$ cat config.mk
export PLATFORM = sky130hd
export DESIGN_NAME = multicycle_control_flat
export DESIGN_NICKNAME = d
export VERILOG_FILES = /design/src/rtl/multicycle_control_if.sv /design/src/rtl/multicycle_control.sv /design/src/flat_wrapper.sv
export SDC_FILE = /design/constraint.sdc
export NUM_CORES = 1
export LEC_CHECK = 0
export CAP_MARGIN = 20
export CORE_MARGIN = 2
export CORE_UTILIZATION = 54
export DETAILED_ROUTE_END_ITERATION = 16
export PLACE_DENSITY = 0.86
export SYNTH_ARGS = -nofsm -noshare
export SYNTH_HDL_FRONTEND = slang
export SYNTH_SLANG_ARGS = --single-unit
export TNS_END_PERCENT = 50
$ cat constraint.sdc
create_clock -name clk -period 3 [get_ports clk]
set_clock_uncertainty 0.1 [all_clocks]
set_input_delay 0.6 -clock clk [delete_from_list [all_inputs] [get_ports clk]]
set_output_delay 0.6 -clock clk [all_outputs]
set_load 0.05 [all_outputs]
$ cat src/rtl/multicycle_control_if.sv
// Handshake/strobe bundle between the multicycle controller and its datapath.
//   opcode, equal, mem_ready, alu_done : datapath -> controller
//   IRWr .. MemRd, ALUctr              : datapath strobes from controller
//   alu_start, retire, illegal, timeout: single-cycle event pulses
// slave modport is the controller's view, master the datapath's.
interface multicycle_control_if #(
    parameter int OPW  = 6,
    parameter int ALUW = 3
);
    logic [OPW-1:0]  opcode;
    logic            equal;
    logic            mem_ready;
    logic            alu_done;
    logic            IRWr;
    logic            PCWr;
    logic            nPC_sel;
    logic            RegDst;
    logic            AluSrc;
    logic            MemtoReg;
    logic            RegWr;
    logic            MemWr;
    logic            MemRd;
    logic [ALUW-1:0] ALUctr;
    logic            alu_start;
    logic            retire;
    logic            illegal;
    logic            timeout;

    modport slave (
        input  opcode, equal, mem_ready, alu_done,
        output IRWr, PCWr, nPC_sel, RegDst, AluSrc, MemtoReg, RegWr, MemWr,
               MemRd, ALUctr, alu_start, retire, illegal, timeout
    );

    modport master (
        output opcode, equal, mem_ready, alu_done,
        input  IRWr, PCWr, nPC_sel, RegDst, AluSrc, MemtoReg, RegWr, MemWr,
               MemRd, ALUctr, alu_start, retire, illegal, timeout
    );
endinterface

$ cat src/rtl/multicycle_control.sv
// Multicycle processor control unit: fetch/decode/execute sequencing with
// memory wait states and a timed long-latency ALU path.
// Ports:
//   clk   : rising-edge clock
//   rst_n : synchronous active-low reset
//   bus   : multicycle_control_if.slave (opcode/flags in, strobes/pulses out)
//
// state  | meaning
// FETCH  | read instruction memory, wait for mem_ready, load IR and PC+4
// DECODE | latch opcode, dispatch or flag illegal
// ADDR   | compute effective address for lw/sw
// MEMRD  | data memory read, wait for mem_ready
// WBMEM  | write loaded data to register file, retire
// MEMWR  | data memory write, wait for mem_ready, retire
// BRANCH | compare, conditionally take branch, retire
// EXEC   | single-cycle add/sub
// LONG   | multicycle mul/div/float, wait for alu_done or timeout
// WBALU  | write ALU result to register file, retire
module multicycle_control #(
    parameter int OPW  = 6,
    parameter int ALUW = 3,
    parameter int TOW  = 8
) (
    input logic                  clk,
    input logic                  rst_n,
    multicycle_control_if.slave  bus
);

    typedef enum logic [3:0] {
        FETCH, DECODE, ADDR, MEMRD, WBMEM, MEMWR, BRANCH, EXEC, LONG, WBALU
    } state_t;

    localparam logic [OPW-1:0] OP_SW  = OPW'(1);
    localparam logic [OPW-1:0] OP_SUB = OPW'(4);
    localparam logic [OPW-1:0] OP_MUL = OPW'(5);
    localparam logic [OPW-1:0] OP_DIV = OPW'(6);

    state_t         state;
    logic [OPW-1:0] op_q;
    logic [TOW-1:0] cnt;

    logic legal;
    logic cnt_last;

    // Legal opcodes use only the low three bits.
    assign legal    = ((bus.opcode >> 3) == '0);
    assign cnt_last = (cnt == '1);

    always_ff @(posedge clk) begin
        if (!rst_n) begin
            state <= FETCH;
            op_q  <= '0;
            cnt   <= '0;
        end else begin
            case (state)
                FETCH:  if (bus.mem_ready) state <= DECODE;
                DECODE: begin
                    op_q <= bus.opcode;
                    cnt  <= '0;
                    if (!legal) begin
                        state <= FETCH;
                    end else begin
                        case (bus.opcode[2:0])
                            3'd0, 3'd1: state <= ADDR;
                            3'd2:       state <= BRANCH;
                            3'd3, 3'd4: state <= EXEC;
                            default:    state <= LONG;
                        endcase
                    end
                end
                ADDR:   state <= (op_q == OP_SW) ? MEMWR : MEMRD;
                MEMRD:  if (bus.mem_ready) state <= WBMEM;
                WBMEM:  state <= FETCH;
                MEMWR:  if (bus.mem_ready) state <= FETCH;
                BRANCH: state <= FETCH;
                EXEC:   state <= WBALU;
                LONG: begin
                    // alu_done takes priority over an expiring timer
                    if (bus.alu_done)  state <= WBALU;
                    else if (cnt_last) state <= FETCH;
                    else               cnt   <= cnt + 1'b1;
                end
                WBALU:  state <= FETCH;
                default: state <= FETCH;
            endcase
        end
    end

    logic            irwr, pcwr, npc_sel, regdst, alusrc, memtoreg;
    logic            regwr, memwr, memrd, start, ret, ill, tout;
    logic [ALUW-1:0] aluctr;

    always_comb begin
        irwr     = 1'b0;
        pcwr     = 1'b0;
        npc_sel  = 1'b0;
        regdst   = 1'b0;
        alusrc   = 1'b0;
        memtoreg = 1'b0;
        regwr    = 1'b0;
        memwr    = 1'b0;
        memrd    = 1'b0;
        start    = 1'b0;
        ret      = 1'b0;
        ill      = 1'b0;
        tout     = 1'b0;
        aluctr   = '0;
        case (state)
            FETCH: begin
                memrd = 1'b1;
                irwr  = bus.mem_ready;
                pcwr  = bus.mem_ready;
            end
            DECODE: ill = !legal;
            ADDR:   alusrc = 1'b1;
            MEMRD: begin
                memrd  = 1'b1;
                alusrc = 1'b1;
            end
            WBMEM: begin
                regwr    = 1'b1;
                memtoreg = 1'b1;
                ret      = 1'b1;
            end
            MEMWR: begin
                memwr  = 1'b1;
                alusrc = 1'b1;
                ret    = bus.mem_ready;
            end
            BRANCH: begin
                aluctr  = ALUW'(3'b001);
                pcwr    = bus.equal;
                npc_sel = bus.equal;
                ret     = 1'b1;
            end
            EXEC: aluctr = (op_q == OP_SUB) ? ALUW'(3'b001) : ALUW'(3'b000);
            LONG: begin
                if (op_q == OP_MUL)      aluctr = ALUW'(3'b010);
                else if (op_q == OP_DIV) aluctr = ALUW'(3'b100);
                else                     aluctr = ALUW'(3'b110);
                // counter is zero only on the entry cycle
                start = (cnt == '0);
                tout  = cnt_last && !bus.alu_done;
            end
            WBALU: begin
                regwr  = 1'b1;
                regdst = 1'b1;
                ret    = 1'b1;
            end
            default: ;
        endcase
    end

    // While reset is held only the FETCH read strobe may show.
    assign bus.IRWr      = irwr     & rst_n;
    assign bus.PCWr      = pcwr     & rst_n;
    assign bus.nPC_sel   = npc_sel  & rst_n;
    assign bus.RegDst    = regdst   & rst_n;
    assign bus.AluSrc    = alusrc   & rst_n;
    assign bus.MemtoReg  = memtoreg & rst_n;
    assign bus.RegWr     = regwr    & rst_n;
    assign bus.MemWr     = memwr    & rst_n;
    assign bus.MemRd     = memrd;
    assign bus.ALUctr    = aluctr & {ALUW{rst_n}};
    assign bus.alu_start = start & rst_n;
    assign bus.retire    = ret   & rst_n;
    assign bus.illegal   = ill   & rst_n;
    assign bus.timeout   = tout  & rst_n;

endmodule
$ cat src/flat_wrapper.sv
// flat-port wrapper written by rule: the top's interface ports become plain ports
module multicycle_control_flat 
#(
    parameter int OPW  = 6,
    parameter int ALUW = 3,
    parameter int TOW  = 8
)
  (clk, rst_n, bus_opcode, bus_equal, bus_mem_ready, bus_alu_done, bus_IRWr, bus_PCWr, bus_nPC_sel, bus_RegDst, bus_AluSrc, bus_MemtoReg, bus_RegWr, bus_MemWr, bus_MemRd, bus_ALUctr, bus_alu_start, bus_retire, bus_illegal, bus_timeout);
  multicycle_control_if #(.OPW(OPW), .ALUW(ALUW)) bus_i ();
  input logic clk;
  input logic rst_n;
  input wire logic [$bits(bus_i.opcode)-1:0] bus_opcode;
  input wire logic [$bits(bus_i.equal)-1:0] bus_equal;
  input wire logic [$bits(bus_i.mem_ready)-1:0] bus_mem_ready;
  input wire logic [$bits(bus_i.alu_done)-1:0] bus_alu_done;
  output wire logic [$bits(bus_i.IRWr)-1:0] bus_IRWr;
  output wire logic [$bits(bus_i.PCWr)-1:0] bus_PCWr;
  output wire logic [$bits(bus_i.nPC_sel)-1:0] bus_nPC_sel;
  output wire logic [$bits(bus_i.RegDst)-1:0] bus_RegDst;
  output wire logic [$bits(bus_i.AluSrc)-1:0] bus_AluSrc;
  output wire logic [$bits(bus_i.MemtoReg)-1:0] bus_MemtoReg;
  output wire logic [$bits(bus_i.RegWr)-1:0] bus_RegWr;
  output wire logic [$bits(bus_i.MemWr)-1:0] bus_MemWr;
  output wire logic [$bits(bus_i.MemRd)-1:0] bus_MemRd;
  output wire logic [$bits(bus_i.ALUctr)-1:0] bus_ALUctr;
  output wire logic [$bits(bus_i.alu_start)-1:0] bus_alu_start;
  output wire logic [$bits(bus_i.retire)-1:0] bus_retire;
  output wire logic [$bits(bus_i.illegal)-1:0] bus_illegal;
  output wire logic [$bits(bus_i.timeout)-1:0] bus_timeout;
  assign bus_i.opcode = bus_opcode;
  assign bus_i.equal = bus_equal;
  assign bus_i.mem_ready = bus_mem_ready;
  assign bus_i.alu_done = bus_alu_done;
  assign bus_IRWr = bus_i.IRWr;
  assign bus_PCWr = bus_i.PCWr;
  assign bus_nPC_sel = bus_i.nPC_sel;
  assign bus_RegDst = bus_i.RegDst;
  assign bus_AluSrc = bus_i.AluSrc;
  assign bus_MemtoReg = bus_i.MemtoReg;
  assign bus_RegWr = bus_i.RegWr;
  assign bus_MemWr = bus_i.MemWr;
  assign bus_MemRd = bus_i.MemRd;
  assign bus_ALUctr = bus_i.ALUctr;
  assign bus_alu_start = bus_i.alu_start;
  assign bus_retire = bus_i.retire;
  assign bus_illegal = bus_i.illegal;
  assign bus_timeout = bus_i.timeout;
  multicycle_control #(.OPW(OPW), .ALUW(ALUW), .TOW(TOW)) u_core (.clk(clk), .rst_n(rst_n), .bus(bus_i));
endmodule
Figure 1. Signal wires on met3 (run 1).
Scale: 10 px per um.
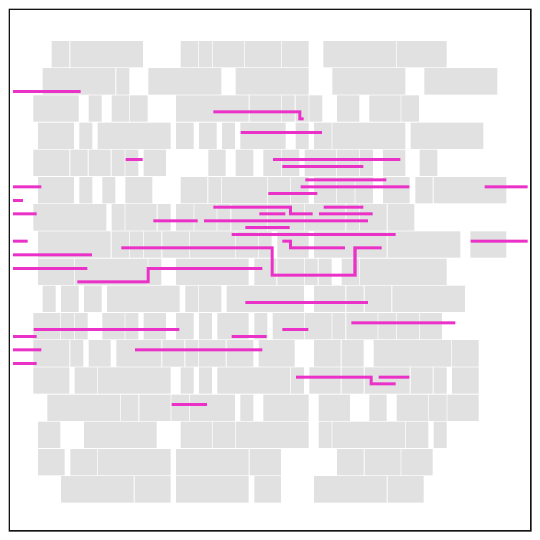
longest straight run: 16.1 um
nets with wire on the layer: 37
main direction: horizontal
wire length on this layer: 295 um
share of all routed wire: 8.6%

Figure 2. Signal wires on met2 (run 1).
Scale: 10 px per um.
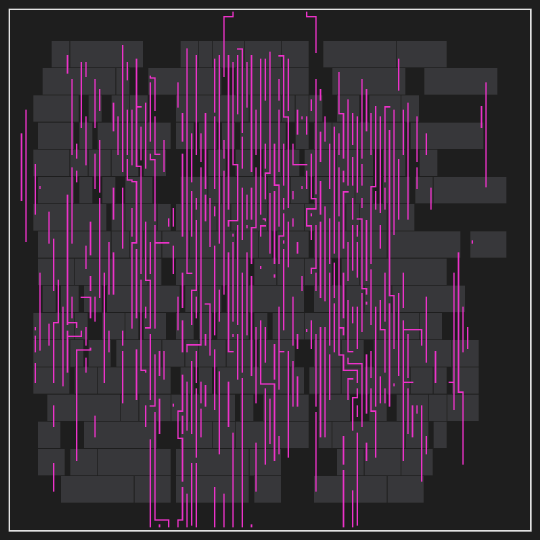
nets with wire on the layer: 176
longest straight run: 22.4 um

Figure 3. Wire density map (run 1).
Scale: 8 px per um. The die is cut into 10 by 10 equal tiles; dark blue is low, red is high, scaled to the fullest tile. Values are wire area over tile area, all layers added.
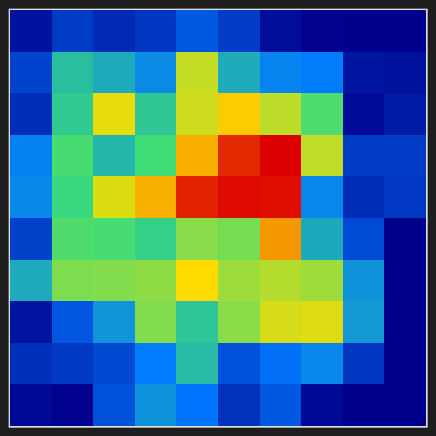
mean over tiles: 0.21
nearly empty tiles: 12%
fullest tile: 0.59

Figure 4. Pin placement (run 1).
Scale: 10 px per um. Pins as bars across the die edge, other pins in grey.
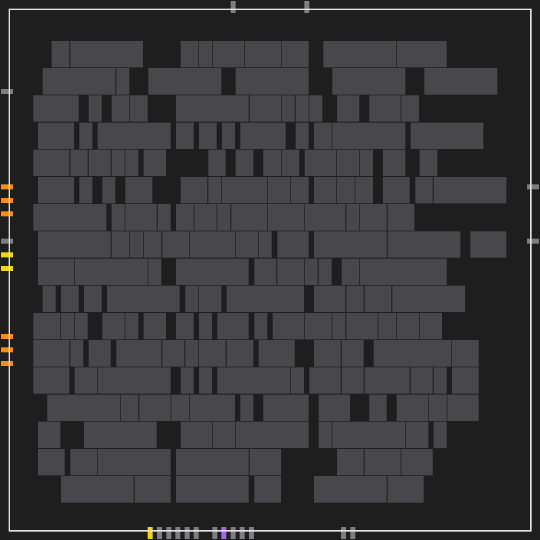
[orange] `bus_opcode` | pins: 6 | direction: input | edge: left
[purple] `bus_MemtoReg` | pins: 1 | direction: output | edge: bottom
[yellow] `bus_ALUctr` | pins: 3 | direction: output | edge: 2 left, 1 bottom
all pins by edge: 13 bottom, 10 left, 2 right, 2 top

==> flow_summary.json, run 1 <==
{
  "p_switching_uw": 171,
  "area_growth_pct": 40.9,
  "nets": 206,
  "most_common_cell": "nand2_1",
  "synth_nets": 179,
  "std_cell_rows": 17,
  "grt_antenna_before_repair": 0,
  "hold_viol_final": 0,
  "postCtsSetupRepairBufs": 0,
  "crit_chain": "nor4b_4 -> nand2_1 -> nor4_1 -> buf_4 -> buf_12",
  "grt_pass1_vias": 1276,
  "ant_nets": 0,
  "yosys_area_um2": 1240,
  "grt_pass1_wl_um": 5710,
  "synth_area_per_cell_um2": 7.50,
  "crit_arrival_ns": 2.05,
  "topCombFamilyByArea": "simple AND/OR/NAND/NOR gates",
  "port_buffers": 26,
  "status": "complete, no violations",
  "clock-sinks": 18,
  "gp_congestion": 1.00
}
## run 1: routing by layer
metal	up-vias	part of all wire (%)	track usage, %
met1	652	42	37.0
met5	-	0	0
met4	0	0.55	7.46
li1	663	-	-
met3	2	8.6	8.62
met2	71	49	44.3
## run 1: power by group through the flow
stage | Clock, mW | Sequential [mW] | Combinational [mW]
after floorplan | 0 | 0.257 | 0.0976
after global placement | 0 | 0.265 | 0.134
after detailed placement | 0 | 0.266 | 0.138
final | 0.153 | 0.262 | 0.139
after global routing | 0.162 | 0.263 | 0.150
after CTS | 0.153 | 0.261 | 0.138
## run 1: layout make-up
class	count	area (um2)	share of cell area, %
clock buffer	4	36.3	2.07
tap	28	35.0	2.00
timing repair buffer	35	480	27.4
sequential	18	363	20.7
inverter	7	26.3	1.50
multi-input combinational	128	813	46.4
## run 1: path summary, 6_finish.rpt
check | to | slack, ns | cells after the start | from
max reg2reg | u_core.state[2] | 0.79 | 5 | u_core.state[1]
min reg2reg | u_core.op_q[4] | 0.37 | 2 | u_core.op_q[4]
min | u_core.op_q[4] | 0.37 | 2 | u_core.op_q[4]
max | bus_timeout | 0.25 | 5 | u_core.state[0]
## run 1: worst reg2reg max path, cell delays in order, from the launching register on
cell,delay (ns)
dfxtp_1,0.38
buf_4,0.22
or4b_1,0.79
nor3_1,0.38
a2bb2oi_1,0.12
o22ai_1,0.15
## run 1: cell usage in the layout, fill, tap and decap left out, drive strengths merged, types with 5 or more instances in the layout
cell           Yosys  routed
nor2               9       9
clkdlybuf4s50      0      10
dfxtp             18      18
nand2             25      25
a21oi             14      14
inv                7       7
nor3               6       6
o21ai              5       5
nand3              6       6
buf                5      24
## run 1: flip-flops by register name, indices dropped and copies added, names as in the netlist
signal / count
u_core.op_q: 6
u_core.state: 4
u_core.cnt: 8
## Run 2: what changed since run 1
--- a/config.mk
+++ b/config.mk
@@ -7,9 +7,10 @@
 export LEC_CHECK = 0
 export CAP_MARGIN = 20
 export CORE_MARGIN = 2
-export CORE_UTILIZATION = 54
+export CORE_UTILIZATION = 50
 export DETAILED_ROUTE_END_ITERATION = 16
-export PLACE_DENSITY = 0.86
+export PLACE_DENSITY = 0.81
+export SLEW_MARGIN = 20
 export SYNTH_ARGS = -nofsm -noshare
 export SYNTH_HDL_FRONTEND = slang
 export SYNTH_SLANG_ARGS = --single-unit
Figure 5. Signal wires on met2 (run 2).
Scale: 10 px per um.
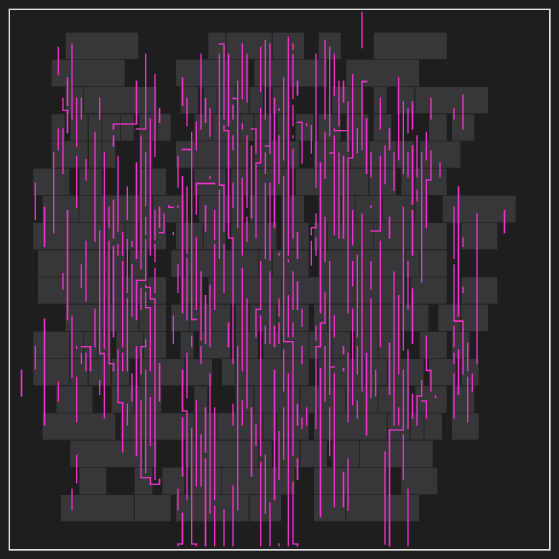
main direction: vertical
nets with wire on the layer: 186
longest straight run: 21.8 um
share of all routed wire: 50%

==> run 2 against run 1 <==
Compared with the run above:
- total power rose by 0.60%
- die size rose by 7.4%
- register-to-register slack got worse by 0.02 ns
- via count rose by 0.29%
- synthesized area did not move
- sequential power fell by 3%
- largest power group unchanged
- critical path depth did not move
- critical endpoint is now bus_PCWr
==> flow_summary.json, run 2 <==
{
  "r2r_slack_ns": 0.77,
  "grt_pass1_wl_um": 5770,
  "lay_top_count": "nand2_1",
  "hold_viol_final": 0,
  "largest_reg_flops": 8,
  "postCtsSetupRepairBufs": 0,
  "area_growth_pct": 42.5,
  "synth_area_per_cell_um2": 7.50,
  "nets": 209,
  "hold_path_depth": 2,
  "synth_nets": 179,
  "largest_registers": "u_core.cnt x8, u_core.op_q x6, u_core.state x4",
  "grt_antenna_before_repair": 0,
  "port_buffers": 26,
  "most_common_cell": "nand2_1",
  "grt_pass1_vias": 1260,
  "yosys_area_um2": 1240,
  "topCombFamilyByArea": "simple AND/OR/NAND/NOR gates",
  "std_cell_rows": 18,
  "status": "complete, no violations"
}
## run 2: routing by layer
layer	GRT usage [%]	up-vias	wire length, um
li1	-	665	-
met4	5.98	0	48
met5	0	-	0
met1	38.3	662	1460
met2	41.1	56	1700
met3	6.11	9	210
## run 2: worst reg2reg max path, delay by kind of cell (launching register included)
family / cells / cell delay (ns)
compound gates: 2 / 0.63
flops: 1 / 0.42
simple gates: 1 / 0.75
buf+inv: 1 / 0.24
## run 2: report_power, final
group          leakage, nW  internal, mW  total (mW)  switching, mW
combinational        0.503        0.0662       0.149         0.0830
clock               0.0210        0.0741       0.153         0.0792
sequential           0.146         0.247       0.255        0.00833
## run 2: path summary, 6_finish.rpt
path | to | from
max reg2reg | u_core.cnt[4] | u_core.state[0]
max | bus_PCWr | rst_n
min | u_core.op_q[5] | u_core.op_q[5]
min reg2reg | u_core.op_q[5] | u_core.op_q[5]
## run 2: cell families after synthesis
logic type                 after synthesis
AOI/OAI and AO/OA                       44
and+or+nand+nor                         80
buffers and inverters                   20
adders and majority gates                2
DFF                                     18
xor gates and xnor gates                 2
## run 2: final cells by class
class                      count  area (um2)
timing repair buffer          38         500
tap                           30        37.5
fill                         177         636
sequential                    18         360
clock buffer                   4        36.3
inverter                       7        26.3
multi-input combinational    128         813
## run 2: per-stage QoR
stage	setup TNS (ns)	hold slack (ns)	setup slack (ns)	area, um2	total power, mW
finish	0	0.366	0.169	1770	0.558
global route	0	0.399	0.0857	1770	0.586
global placement	0	0.345	0.267	1740	0.404
floorplan	-0.179	0.336	-0.179	1270	0.354
detailed placement	0	0.352	0.197	1740	0.409
CTS	0	0.369	0.162	1770	0.558
No activity file was given, so power comes from the tool's default toggle rates.
